`src/rtl/fifo_wr_arbiter_if.sv`:
```
// Write-side bundle between producers, the write arbiter and the FIFO flags.
// master = arbiter side, slave = producers/FIFO side.
interface fifo_wr_arbiter_if #(
   parameter int FIFO_WIDTH = 16,
   parameter int NUM_REQ    = 4,
   parameter int OW         = (NUM_REQ > 1) ? $clog2(NUM_REQ) : 1
);
   logic [NUM_REQ-1:0]            req;
   logic [NUM_REQ*FIFO_WIDTH-1:0] req_data;
   logic [NUM_REQ-1:0]            gnt;
   logic                          fifo_wr_en;
   logic [FIFO_WIDTH-1:0]         fifo_data_in;
   logic                          fifo_full;
   logic                          fifo_almostfull;
   logic                          fifo_overflow;
   logic [OW-1:0]                 owner;
   logic                          busy;

   modport master (
      input  req, req_data, fifo_full, fifo_almostfull, fifo_overflow,
      output gnt, fifo_wr_en, fifo_data_in, owner, busy
   );

   modport slave (
      output req, req_data, fifo_full, fifo_almostfull, fifo_overflow,
      input  gnt, fifo_wr_en, fifo_data_in, owner, busy
   );
endinterface

```
`src/rtl/fifo_wr_arbiter.sv`:
```
// Round-robin burst arbiter sharing one FIFO write port among NUM_REQ producers.
// Optional statistics counters are compiled in with FIFO_WR_ARB_STATS_EN.
//
//   state   | meaning
//   S_IDLE  | no owner; pick next requester round-robin (no grant this cycle)
//   S_BURST | owner streams beats until MAX_BURST, req drop, stalls on space
module fifo_wr_arbiter #(
   parameter int FIFO_WIDTH = 16,
   parameter int NUM_REQ    = 4,
   parameter int MAX_BURST  = 4
) (
   input  logic                  clk,
   input  logic                  rst_n,
   fifo_wr_arbiter_if.master     bus
`ifdef FIFO_WR_ARB_STATS_EN
   ,
   output logic [15:0]           wr_cnt,
   output logic                  ovf_err,
   output logic [NUM_REQ*16-1:0] gnt_cnt
`endif
);
   localparam int OW = (NUM_REQ > 1) ? $clog2(NUM_REQ) : 1;
   localparam int BW = $clog2(MAX_BURST) + 1;
   localparam logic [OW-1:0] LAST_RST  = OW'(NUM_REQ - 1);
   localparam logic [BW-1:0] BEAT_LAST = BW'(MAX_BURST - 1);

   typedef enum logic {S_IDLE, S_BURST} state_t;

   state_t                state_q, state_d;
   logic [OW-1:0]         owner_q, owner_d;
   logic [OW-1:0]         last_q, last_d;
   logic [BW-1:0]         beat_cnt_q, beat_cnt_d;
   logic                  wr_en_q, wr_en_d;
   logic [FIFO_WIDTH-1:0] data_q, data_d;
   logic [NUM_REQ-1:0]    gnt_c;
   logic [OW-1:0]         rr_sel;
   logic                  space_ok;
   logic                  grant;

   // The registered write still in flight may consume the last free slot.
   assign space_ok = !bus.fifo_full && !(bus.fifo_almostfull && wr_en_q);

   always_comb begin
      rr_sel = last_q;
      for (int k = NUM_REQ; k >= 1; k--) begin
         if (bus.req[(int'(last_q) + k) % NUM_REQ])
            rr_sel = OW'((int'(last_q) + k) % NUM_REQ);
      end
   end

   always_comb begin
      gnt_c = '0;
      grant = 1'b0;
      if (rst_n && state_q == S_BURST && bus.req[owner_q] && space_ok) begin
         gnt_c[owner_q] = 1'b1;
         grant          = 1'b1;
      end
   end

   always_comb begin
      state_d    = state_q;
      owner_d    = owner_q;
      last_d     = last_q;
      beat_cnt_d = beat_cnt_q;
      wr_en_d    = 1'b0;
      data_d     = data_q;
      case (state_q)
         S_IDLE: begin
            if (|bus.req) begin
               owner_d    = rr_sel;
               beat_cnt_d = '0;
               state_d    = S_BURST;
            end
         end
         S_BURST: begin
            if (grant) begin
               wr_en_d    = 1'b1;
               data_d     = bus.req_data[int'(owner_q)*FIFO_WIDTH +: FIFO_WIDTH];
               beat_cnt_d = beat_cnt_q + 1'b1;
               if (beat_cnt_q == BEAT_LAST) begin
                  last_d  = owner_q;
                  state_d = S_IDLE;
               end
            end else if (!bus.req[owner_q]) begin
               last_d  = owner_q;
               state_d = S_IDLE;
            end
         end
         default: state_d = S_IDLE;
      endcase
   end

   always_ff @(posedge clk) begin
      if (!rst_n) begin
         state_q    <= S_IDLE;
         owner_q    <= '0;
         last_q     <= LAST_RST;
         beat_cnt_q <= '0;
         wr_en_q    <= 1'b0;
         data_q     <= '0;
      end else begin
         state_q    <= state_d;
         owner_q    <= owner_d;
         last_q     <= last_d;
         beat_cnt_q <= beat_cnt_d;
         wr_en_q    <= wr_en_d;
         data_q     <= data_d;
      end
   end

   assign bus.gnt          = gnt_c;
   assign bus.fifo_wr_en   = wr_en_q;
   assign bus.fifo_data_in = data_q;
   assign bus.owner        = owner_q;
   assign bus.busy         = (state_q == S_BURST);

`ifdef FIFO_WR_ARB_STATS_EN
   logic [15:0] wr_cnt_q;
   logic        ovf_err_q;
   logic [15:0] gnt_cnt_q [NUM_REQ];

   always_ff @(posedge clk) begin
      if (!rst_n) begin
         wr_cnt_q  <= '0;
         ovf_err_q <= 1'b0;
         for (int i = 0; i < NUM_REQ; i++) gnt_cnt_q[i] <= '0;
      end else begin
         if (wr_en_q && wr_cnt_q != 16'hFFFF) wr_cnt_q <= wr_cnt_q + 16'd1;
         if (bus.fifo_overflow) ovf_err_q <= 1'b1;
         for (int i = 0; i < NUM_REQ; i++) begin
            if (gnt_c[i] && gnt_cnt_q[i] != 16'hFFFF)
               gnt_cnt_q[i] <= gnt_cnt_q[i] + 16'd1;
         end
      end
   end

   always_comb begin
      gnt_cnt = '0;
      for (int i = 0; i < NUM_REQ; i++) gnt_cnt[i*16 +: 16] = gnt_cnt_q[i];
   end

   assign wr_cnt  = wr_cnt_q;
   assign ovf_err = ovf_err_q;
`else
   logic unused_ovf;
   assign unused_ovf = bus.fifo_overflow;
`endif
endmodule
```
`src/flat_wrapper.sv`:
```
// flat-port wrapper written by rule: the top's interface ports become plain ports
module fifo_wr_arbiter_flat 
#(
   parameter int FIFO_WIDTH = 16,
   parameter int NUM_REQ    = 4,
   parameter int MAX_BURST  = 4
)
  (clk, rst_n, bus_req, bus_req_data, bus_fifo_full, bus_fifo_almostfull, bus_fifo_overflow, bus_gnt, bus_fifo_wr_en, bus_fifo_data_in, bus_owner, bus_busy);
  fifo_wr_arbiter_if #(.FIFO_WIDTH(FIFO_WIDTH), .NUM_REQ(NUM_REQ)) bus_i ();
  input  logic clk;
  input  logic rst_n;
  input wire logic [$bits(bus_i.req)-1:0] bus_req;
  input wire logic [$bits(bus_i.req_data)-1:0] bus_req_data;
  input wire logic [$bits(bus_i.fifo_full)-1:0] bus_fifo_full;
  input wire logic [$bits(bus_i.fifo_almostfull)-1:0] bus_fifo_almostfull;
  input wire logic [$bits(bus_i.fifo_overflow)-1:0] bus_fifo_overflow;
  output wire logic [$bits(bus_i.gnt)-1:0] bus_gnt;
  output wire logic [$bits(bus_i.fifo_wr_en)-1:0] bus_fifo_wr_en;
  output wire logic [$bits(bus_i.fifo_data_in)-1:0] bus_fifo_data_in;
  output wire logic [$bits(bus_i.owner)-1:0] bus_owner;
  output wire logic [$bits(bus_i.busy)-1:0] bus_busy;
  assign bus_i.req = bus_req;
  assign bus_i.req_data = bus_req_data;
  assign bus_i.fifo_full = bus_fifo_full;
  assign bus_i.fifo_almostfull = bus_fifo_almostfull;
  assign bus_i.fifo_overflow = bus_fifo_overflow;
  assign bus_gnt = bus_i.gnt;
  assign bus_fifo_wr_en = bus_i.fifo_wr_en;
  assign bus_fifo_data_in = bus_i.fifo_data_in;
  assign bus_owner = bus_i.owner;
  assign bus_busy = bus_i.busy;
  fifo_wr_arbiter #(.FIFO_WIDTH(FIFO_WIDTH), .NUM_REQ(NUM_REQ), .MAX_BURST(MAX_BURST)) u_core (.clk(clk), .rst_n(rst_n), .bus(bus_i));
endmodule
```
`config.mk`:
```
export PLATFORM = sky130hd
export DESIGN_NAME = fifo_wr_arbiter_flat
export DESIGN_NICKNAME = d
export VERILOG_FILES = /design/src/rtl/fifo_wr_arbiter_if.sv /design/src/rtl/fifo_wr_arbiter.sv /design/src/flat_wrapper.sv
export SDC_FILE = /design/constraint.sdc
export NUM_CORES = 1
export LEC_CHECK = 0
export CAP_MARGIN = 20
export CORE_MARGIN = 2
export CORE_UTILIZATION = 39
export CTS_CLUSTER_DIAMETER = 150
export DETAILED_ROUTE_END_ITERATION = 16
export GPL_TIMING_DRIVEN = 0
export MAX_ROUTING_LAYER = met4
export PLACE_DENSITY = 0.91
export SLEW_MARGIN = 20
export SYNTH_ARGS = -nofsm -noshare
export SYNTH_HDL_FRONTEND = slang
export SYNTH_SLANG_ARGS = --single-unit
```
`constraint.sdc`:
```
create_clock -name clk -period 3.3 [get_ports clk]
set_clock_uncertainty 0.1 [all_clocks]
set_input_delay 0.66 -clock clk [delete_from_list [all_inputs] [get_ports clk]]
set_output_delay 0.66 -clock clk [all_outputs]
set_load 0.03 [all_outputs]
```
==> impl_metrics.toml <==
# synthesis and place-and-route metrics
[grt]
grt_pass1_vias = 1571
grtUsageMet1_pct = 24.95
gr-usage-met3_pct = 4.089
grt_max_degree = 14
antenna_found_initial = 0

[final_timing]
worst_slew_pin_slew_ps = 572.0
min_period_ps = 3107
setup_violations = 0
finalClockPeriodUsage_pct = 94.15
max_slew_margin_pct = 61.86
setup_ws_ps = 193.1
finalHoldViolations = 0
rsz0062_at_grt = "false"

[logic_synthesis]
fp_nets = 230
top_cell_area_share_pct = 33.31
synth_area_sq_um = 1503
ys_area_sq_um = 1503
synth.avg_cell_area_sq_um = 9.695
synth_warnings = 0
syn_inst = 155
most_common_cell = "nand2_1"
ff_type = "dfxtp_1"
ys_async_sr_fraction_pct = 0
synth.distinct_cells = 35
largest_area_cell = "dfxtp_1"

[final_layout]
drive_above_1_share_pct = 12.99
fin_cells = 302
area_share_clock_buf_inv_pct = 1.759
logic_gates = 116
dominant_cells = "non-clock buffers"
stdcell_area_sq_um = 2561
comb_area_share_pct = 36.05
fillers = 306
nonClkBufAreaFrac_pct = 39.86

[placement]
hpwlAfterDp_um = 3370
gp_congestion = 0.7851
dp_slack_ps = -193.1
numPortBuffers = 95

[setup_path]
cp-start-kind = "input pin"
crit_type = "in2out"
end_kind = "output port"
cp_cell_sequence = "clkdlybuf4s50_1 -> a21boi_2 -> nand2_1 -> nor4b_1 -> dlygate4sd2_1"
max_stage_delay_ps = 580
cp.required_ps = 2540
crit_arrival_ps = 2350

[die]
dieWidth_um = 66.07
die_h_um = 66.07
taps = 48

[clocking]
cts_tree = "built"
hold_buffers = 0
cts.sinks = 25
cts_root_buf = "clkbuf_8"
cts-buffers-inserted = 3
postCtsResizedCells = 4

[routing]
vias_per_cell = 5.328
finalWirelength_um = 4272
drc = 0
drt-initial-drc-count = 109
drtAntennaViolNets = 0

[power_and_ir_drop]
p_leak_nw = 1.019
switching_power_uw = 247.9
power_density_nw_per_um2 = 332.7
p_comb_uw = 334
max-vdd-ir-drop_mv = 0.1731

[flow_run]
cap_violations = 0
tool_warnings = 27

[status]
status = "finished clean"
[per-stage QoR]
step / hold slack, ps / total power, mW
4_1_cts: 358.6 / 0.8568
5_1_grt: 378.0 / 0.8901
3_5_place_dp: 345.2 / 0.6804
6_report: 356.0 / 0.8522
2_1_floorplan: 350.8 / 0.5295
3_3_place_gp: 340.7 / 0.6727
[placed cells by master, fill, tap and decap left out, drive strengths merged, types with 3 or more instances in the layout]
master	n
clkbuf	7
mux4	17
buf	8
clkdlybuf4s50	91
nand2	38
nor2	5
nand3	20
dfxtp	25
inv	3
o21ai	4
nor2b	4
dlygate4sd2	3
[cell families (layout without fill, tap and decap cells)]
family          Yosys count  after routing  share of synthesized area, %
flops                    25             25                         33.31
fa+ha+maj                 2              2                         1.665
compound gates           14             14                         6.994
buf+inv                  14            113                         5.495
mux                      18             18                         26.15
simple gates             82             82                         26.40
[flip-flops by register name (all words and copies together) (netlist names)]
| signal | flops |
|---|---|
| u_core.beat_cnt_q | 3 |
| u_core.bus.busy | 1 |
| u_core.bus.fifo_data_in | 16 |
| u_core.bus.fifo_wr_en | 1 |
| u_core.bus.owner | 2 |
| u_core.last_q | 2 |
[worst paths after layout]
kind | from | endpoint | slack (ps) | cells past startpoint
setup / recovery | rst_n | bus_gnt[0] | 190 | 5
hold / removal | u_core.bus.fifo_data_in[12] | u_core.bus.fifo_data_in[12] | 360 | 2
setup reg to reg | u_core.bus.owner[0] | u_core.bus.fifo_data_in[7] | 1550 | 5
hold reg to reg | u_core.bus.fifo_data_in[12] | u_core.bus.fifo_data_in[12] | 360 | 2
[metal layers]
metal | share of wire [%] | vias to the layer above
li1 | - | 767
met1 | 40 | 755
met2 | 50 | 82
met3 | 8.4 | 5
met4 | 1.1 | 0
met5 | 0 | -
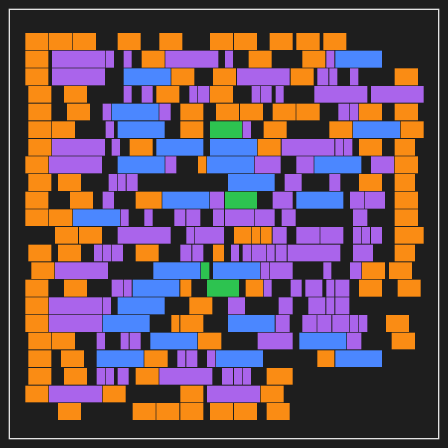
(images/placement_by_type.png)
other buffers and delay cells: drawn in orange, cells 106, share of their area 41%. flops: drawn in blue, cells 25, share of their area 20%. clock drivers and dummy loads: drawn in green, cells 4, share of their area 1.8%. combinational and other logic: drawn in purple, cells 119, share of their area 37%.
FP Rows: 22
final core utilization: 69.44%
fraction of area in registers: 19.54%
total core area: 3689 sq um

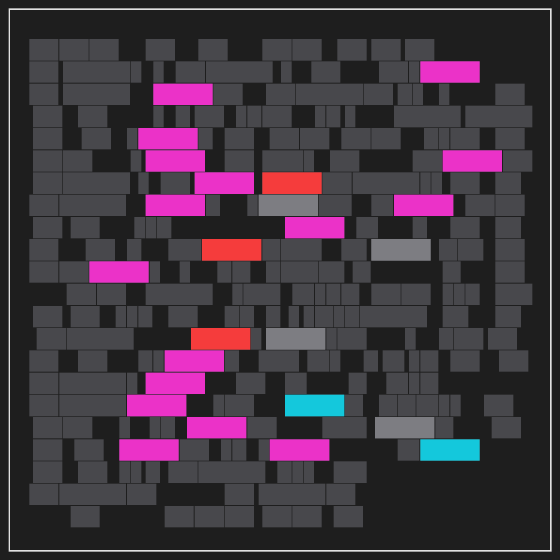
(images/flops_by_reg.png)
Other sequential cells in the stronger gray, the rest of the logic in the fainter gray.
`u_core.bus.owner`: drawn in cyan, placed flops 2. `u_core.bus.fifo_data_in`: drawn in magenta, placed flops 16. `u_core.beat_cnt_q`: drawn in red, placed flops 3.
Power Sequential: 338 uW
storage element area: 500.5 sq um

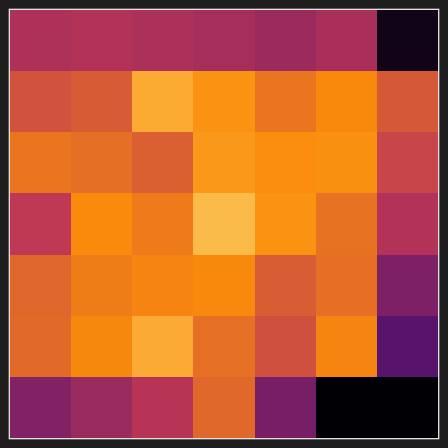
(images/cell_density.png)
The die is cut into 7 by 7 equal tiles; black is low, pale yellow is high, 0 to 100% covered.
The emptiest ninth of the die: bottom right. 4.1% of the tiles are nearly empty. The fullest tile reaches 85%. The mean over all tiles is 57%. 16% of the tiles are over 75% full. The densest ninth of the die: middle.
floorplan core density: 40.74%

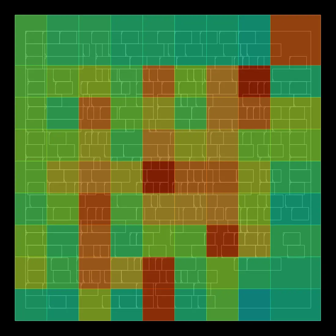
(images/congestion.png)
GR peak layer: met2
GRT Overall Usage: 20.68%

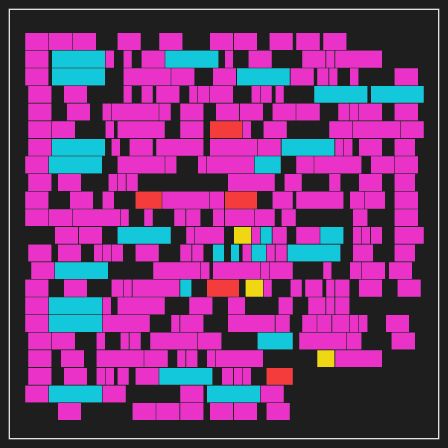
(images/sizes.png)
_6 and larger: drawn in red, cells 5, share 2.0%, most used clkbuf_8. _0 and _1 cells: drawn in magenta, cells 221, share 87%, most used clkdlybuf4s50_1. _3 and _4 cells: drawn in yellow, cells 3, share 1.2%, most used buf_4. _2 cells: drawn in cyan, cells 25, share 9.8%, most used mux4_2.
Repair and plain buffers: 106
Area Growth Syn to Fin: 70.44%

No activity file was given, so power comes from the tool's default toggle rates.
